Design ctrl_pipe, sky130hd; sources not shown.
==> run_1/ff_map.png <==
Scale: 6 px per um. Other sequential cells in the stronger grey, the rest of the logic in the fainter grey.
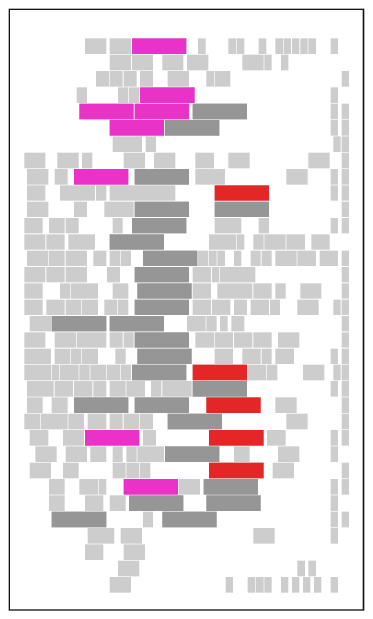
ex_ctrl_reg: shown in magenta, placed flops 8. wb_dst_o: shown in red, placed flops 5.
Another 26 sequential cells are not coloured.
utilization after layout: 0.5583
share of the final layout cell area in sequential cells: 0.3482

==> run_1/util_map.png <==
Scale: 4 px per um. 6 x 10 tiles, from white (low) to dark blue (high), 0 to 100% covered.
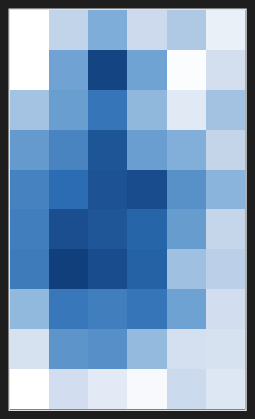
18% of the tiles are over 75% full. The emptiest ninth of the die: top right. The fullest tile reaches 94%. The mean over all tiles is 47%.
starting density of the core: 0.4499
area of the placeable core: 0.005020 mm2

==> run_1/layers.png <==
Scale: 6 px per um.
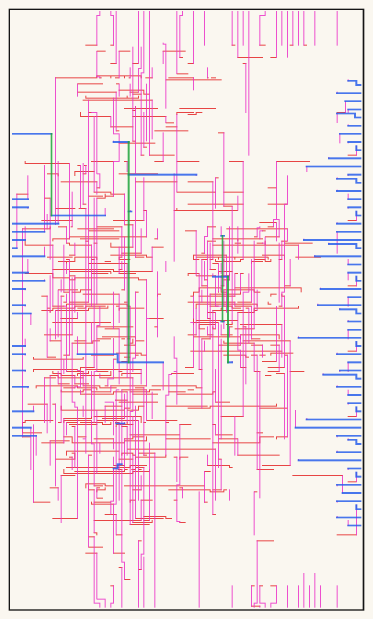
M3: shown in blue, wire length 328 um. M2: shown in magenta, wire length 2310 um. M4: shown in green, wire length 78.9 um. M1: shown in red, wire length 1440 um.
global-route usage over all layers: 0.1447
final routed wirelength across all metal layers: 4166 um
WL per Instance: 12.29 um
number of vias after detailed routing: 1521

==> run_1/clock_nets.png <==
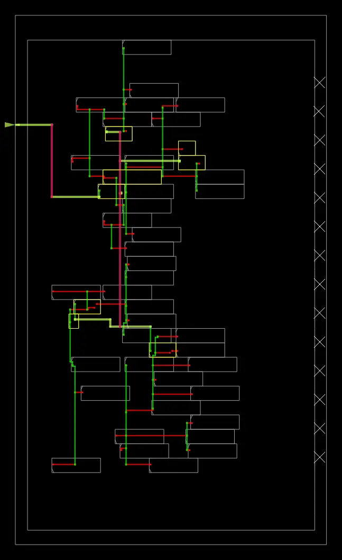
insertion delay at the late pin of the worst-skew pair: 290 ps
CTS buffer count: 5
final worst clock skew: 5.180 ps
FF+latch count: 39

==> results.txt <==
Figures from the flow reports.

Run status:
- The run finished, with violations left.
- The checks that failed: design-rule violations.

Place:
- The run gives the worst-case setup slack after placement as -558.6 ps.
- The buffer_ports step reported a buffer count of 53.
- The run gives the cell count after placement as 328.
- According to the dpl log, the detail-placed design has an HPWL of 3339 um.

Logic synthesis:
- The run puts the area fraction in and, or, nand and nor cells at 0.1069.
- Counting distinct cell types in the post-synthesis netlist gives 26.
- The run puts the synthesis warning total at 6.
- The run gives the mapped cell area as 0.002258 mm2.
- The synthesis run shows the most used standard cells to be sky130_fd_sc_hd__buf_4 (67), sky130_fd_sc_hd__dfrtp_1 (39), sky130_fd_sc_hd__a21oi_1 (20), sky130_fd_sc_hd__xnor2_1 (20), sky130_fd_sc_hd__nand2b_1 (18).
- For this run, the register share of the synthesized area comes to 0.4321.
- The run puts the share of flip-flops with an asynchronous set or reset after synthesis at 1.000.
- The biggest area contributor in the post-synthesis netlist is sky130_fd_sc_hd__dfrtp_1.
- The run gives the instance tally after logic synthesis as 218.
- The run gives the top logic cell family in the synthesized netlist as buffers and inverters.
- The run gives the post-synthesis cell count from yosys as 218.
- The run gives the post-synth area from yosys stat as 0.002258 mm2.
- Of the post-synthesis cell area, the dominant cell type holds 0.4321.
- The run puts the proportion of synthesized area in mux cells at 0.02216.
- The run puts the adder-cell share of the synthesized area at 0.
- The run gives the xor/xnor cell area share of the yosys netlist as 0.1008.
- In this run, synthesis inferred 0 flip-flops with an integrated enable.
- By instance count, the leading cell after synthesis is sky130_fd_sc_hd__buf_4.

Final layout:
- The run puts the post-layout instance count excluding filler cells at 339.
- The run puts the number of nets at the end of the flow at 310.
- The run gives the area growth from synthesis to final layout as 24.10%.
- The run gives the number of inserted filler cells in the final layout as 432.
- The register with the most flip-flops in the layout has 8 of them.

Global route:
- The first global-routing pass estimated 6651 um of wire.
- Entering global routing, the biggest net connects 40 pins.
- The run gives the total congestion overflow after global routing as 0.
- The via count of the first global-routing pass came to 1402.
- The run gives the number of antenna violations at the first check in global routing as 0.

Worst hold path:
- Checking hold timing, the worst path is listed with class reg2reg.
- Hold analysis shows the worst path with a depth of 0.

Setup path:
- The critical path maximum fanout is 2.
- The run gives the family with the most delay on the worst path as buffers and inverters.
- The run gives the critical path's slowest cell as sky130_fd_sc_hd__dlygate4sd2_1.
- The setup path with the least slack is of type in2out.
- The worst setup path is launched from an input pin.
- The run gives the maximum single-stage delay on the critical path as 250 ps.
- Traced cell by cell, the critical path runs through dlygate4sd2_1 > xnor2_1 > nand3_1 > o22ai_2 > and3b_1 > buf_4.
- The number of buffers and inverters on the critical path is 2.
- The run puts the data required time at the worst endpoint at 2030 ps.
- The run puts the data arrival at the endpoint of the critical path at 1860 ps.
- The timing report lists the critical path depth as 6 cells.
- The run puts the reg-to-reg setup timing slack at 1100 ps.
- The run puts the worst-case reg-to-reg path depth at 9.
- The worst setup path is captured at a primary output.

Detailed routing:
- The run puts the remaining design rule violation count at 14.
- The run gives the number of nets with antenna violations after detailed routing as 0.
- The run puts the detailed-router iteration count before antenna repair at 8.
- The run puts the detailed-route vias per instance at 4.487.
- Detailed-route iteration 0 reported a violation count of 48.

Floorplan:
- In this run the core area contains 34 standard-cell rows.
- The run puts the die span in y at 99.87 um.
- The run puts the floorplan die area at 0.005871 mm2.
- In this run the horizontal extent of the chip is 58.79 um.

Clocking:
- The run gives the number of buffers on the longest clock path as 2.
- The run gives the number of hold buffers added after CTS as 0.
- Per the CTS log, the root buffer master is sky130_fd_sc_hd__clkbuf_8.
- The run gives the clock slew at the register clock pins of the worst setup and hold paths as 80 ps.
- TritonCTS built the clock tree.
- The run puts the number of sinks on the clock net at 39.

Power:
- The run gives the standby leakage power as 1.383 nW.
- The run gives the worst voltage drop across the vdd grid as 0.3560 mV.
- In this run the power spent charging and discharging nets is 413.3 uW.
- Power spread over the standard cell area amounts to 491.7 mW/mm2.
- The power report attributes to the clock group a share of 0.320.
- The run gives the proportion of power drawn by combinational gates as 0.237.

Timing:
- The run gives the least setup slack across all paths after layout as 170.9 ps.
- The run puts the top achievable clock speed at 0.3664 GHz.
- The run gives the setup TNS as 0 ps.
- The run puts the total count of max-transition violations in the final report at 0.
- The routed design could run at a clock period as short as 2729 ps.
- The run puts the count of final hold-check violations at 0.
- The run puts the count of final setup violators at 0.
- Setup repair after global routing left no endpoint under its margin.

Run:
- The run puts the number of max-capacitance violations reported at 0.
run 1: cell type report:
type                    count  area (um2)  share of cell area
multi-input cells         168       993.5              0.3545
flip-flops and latches     39       975.9              0.3482
repair buffers             69       649.4              0.2317
clock buffers               5       68.82             0.02455
well taps                  54       67.56             0.02411
clock inverters             3       43.79             0.01562
inverters                   1       3.754            0.001339
run 1: metal layers:
metal / part of all wire / vias up / global-route usage
met4: 0.019 / 0 / 0.05944
met3: 0.078 / 10 / 0.03093
met2: 0.56 / 88 / 0.2521
li1: - / 716 / -
met1: 0.35 / 707 / 0.1669
met5: 0 / - / 0
run 1: timing repair:
item	CTS	global route
pin swaps	2	4
setup buffers	3	0
endpoints found under the setup margin	5	3
gates cloned	0	0
resized	15	5
run 1: logic make-up (layout without fill, tap and decap cells):
kind of cell,Yosys count,count (layout)
DFF,39,39
muxes,5,5
buffers and inverters,74,78
xor gates and xnor gates,26,26
AOI/OAI and AO/OA,31,31
other,1,64
and+or+nand+nor,42,42
run 1: metrics by stage:
| step | cell area [um2] | hold WS, ps | power, mW |
|---|---|---|---|
| floorplan | 2495 | 331.2 | 0.8912 |
| global placement | 2661 | 333.2 | 0.9386 |
| detailed placement | 2661 | 335.5 | 0.9465 |
| CTS | 2790 | 356.5 | 1.387 |
| global route | 2803 | 370.7 | 1.442 |
| finish | 2803 | 355.4 | 1.378 |
run 1: layout by cell type, fill, tap and decap left out, types with 2 or more instances in the layout:
cell type	netlist	final
sky130_fd_sc_hd__clkbuf_8	0	5
sky130_fd_sc_hd__dfrtp_1	39	39
sky130_fd_sc_hd__xnor2_1	20	19
sky130_fd_sc_hd__xor2_1	6	6
sky130_fd_sc_hd__nand2_1	6	6
sky130_fd_sc_hd__dlymetal6s2s_1	0	5
sky130_fd_sc_hd__nand3_1	6	6
sky130_fd_sc_hd__a211oi_1	3	3
sky130_fd_sc_hd__nor3_2	2	2
sky130_fd_sc_hd__clkdlybuf4s50_1	0	38
sky130_fd_sc_hd__buf_4	67	17
sky130_fd_sc_hd__conb_1	1	64
sky130_fd_sc_hd__nor4_1	2	2
sky130_fd_sc_hd__dlygate4sd2_1	0	9
sky130_fd_sc_hd__nor3_1	4	4
sky130_fd_sc_hd__mux2i_1	5	5
sky130_fd_sc_hd__nand2b_1	18	18
sky130_fd_sc_hd__a21oi_1	20	20
sky130_fd_sc_hd__a211oi_2	4	4
sky130_fd_sc_hd__o41ai_2	2	2
sky130_fd_sc_hd__nor2_1	2	2
run 1: power by group through the flow:
stage               logic [mW]  clock network [mW]  registers, mW
CTS                      0.328               0.448          0.611
finish                   0.327               0.441          0.611
detailed placement       0.325                   0          0.622
floorplan                0.252                   0          0.639
global route             0.353               0.473          0.616
global placement         0.319                   0          0.619
run 1: worst register-to-register path, cell delays in order, from the launching register on:
cell and delay [ps]:
sky130_fd_sc_hd__dfrtp_1 380, sky130_fd_sc_hd__buf_4 160, sky130_fd_sc_hd__xnor2_2 140, sky130_fd_sc_hd__nand3_1 110
sky130_fd_sc_hd__o22ai_2 70, sky130_fd_sc_hd__buf_4 130, sky130_fd_sc_hd__buf_4 120, sky130_fd_sc_hd__buf_4 120
sky130_fd_sc_hd__buf_4 200, sky130_fd_sc_hd__a211oi_1 260
Power and IR drop assume default switching activity.
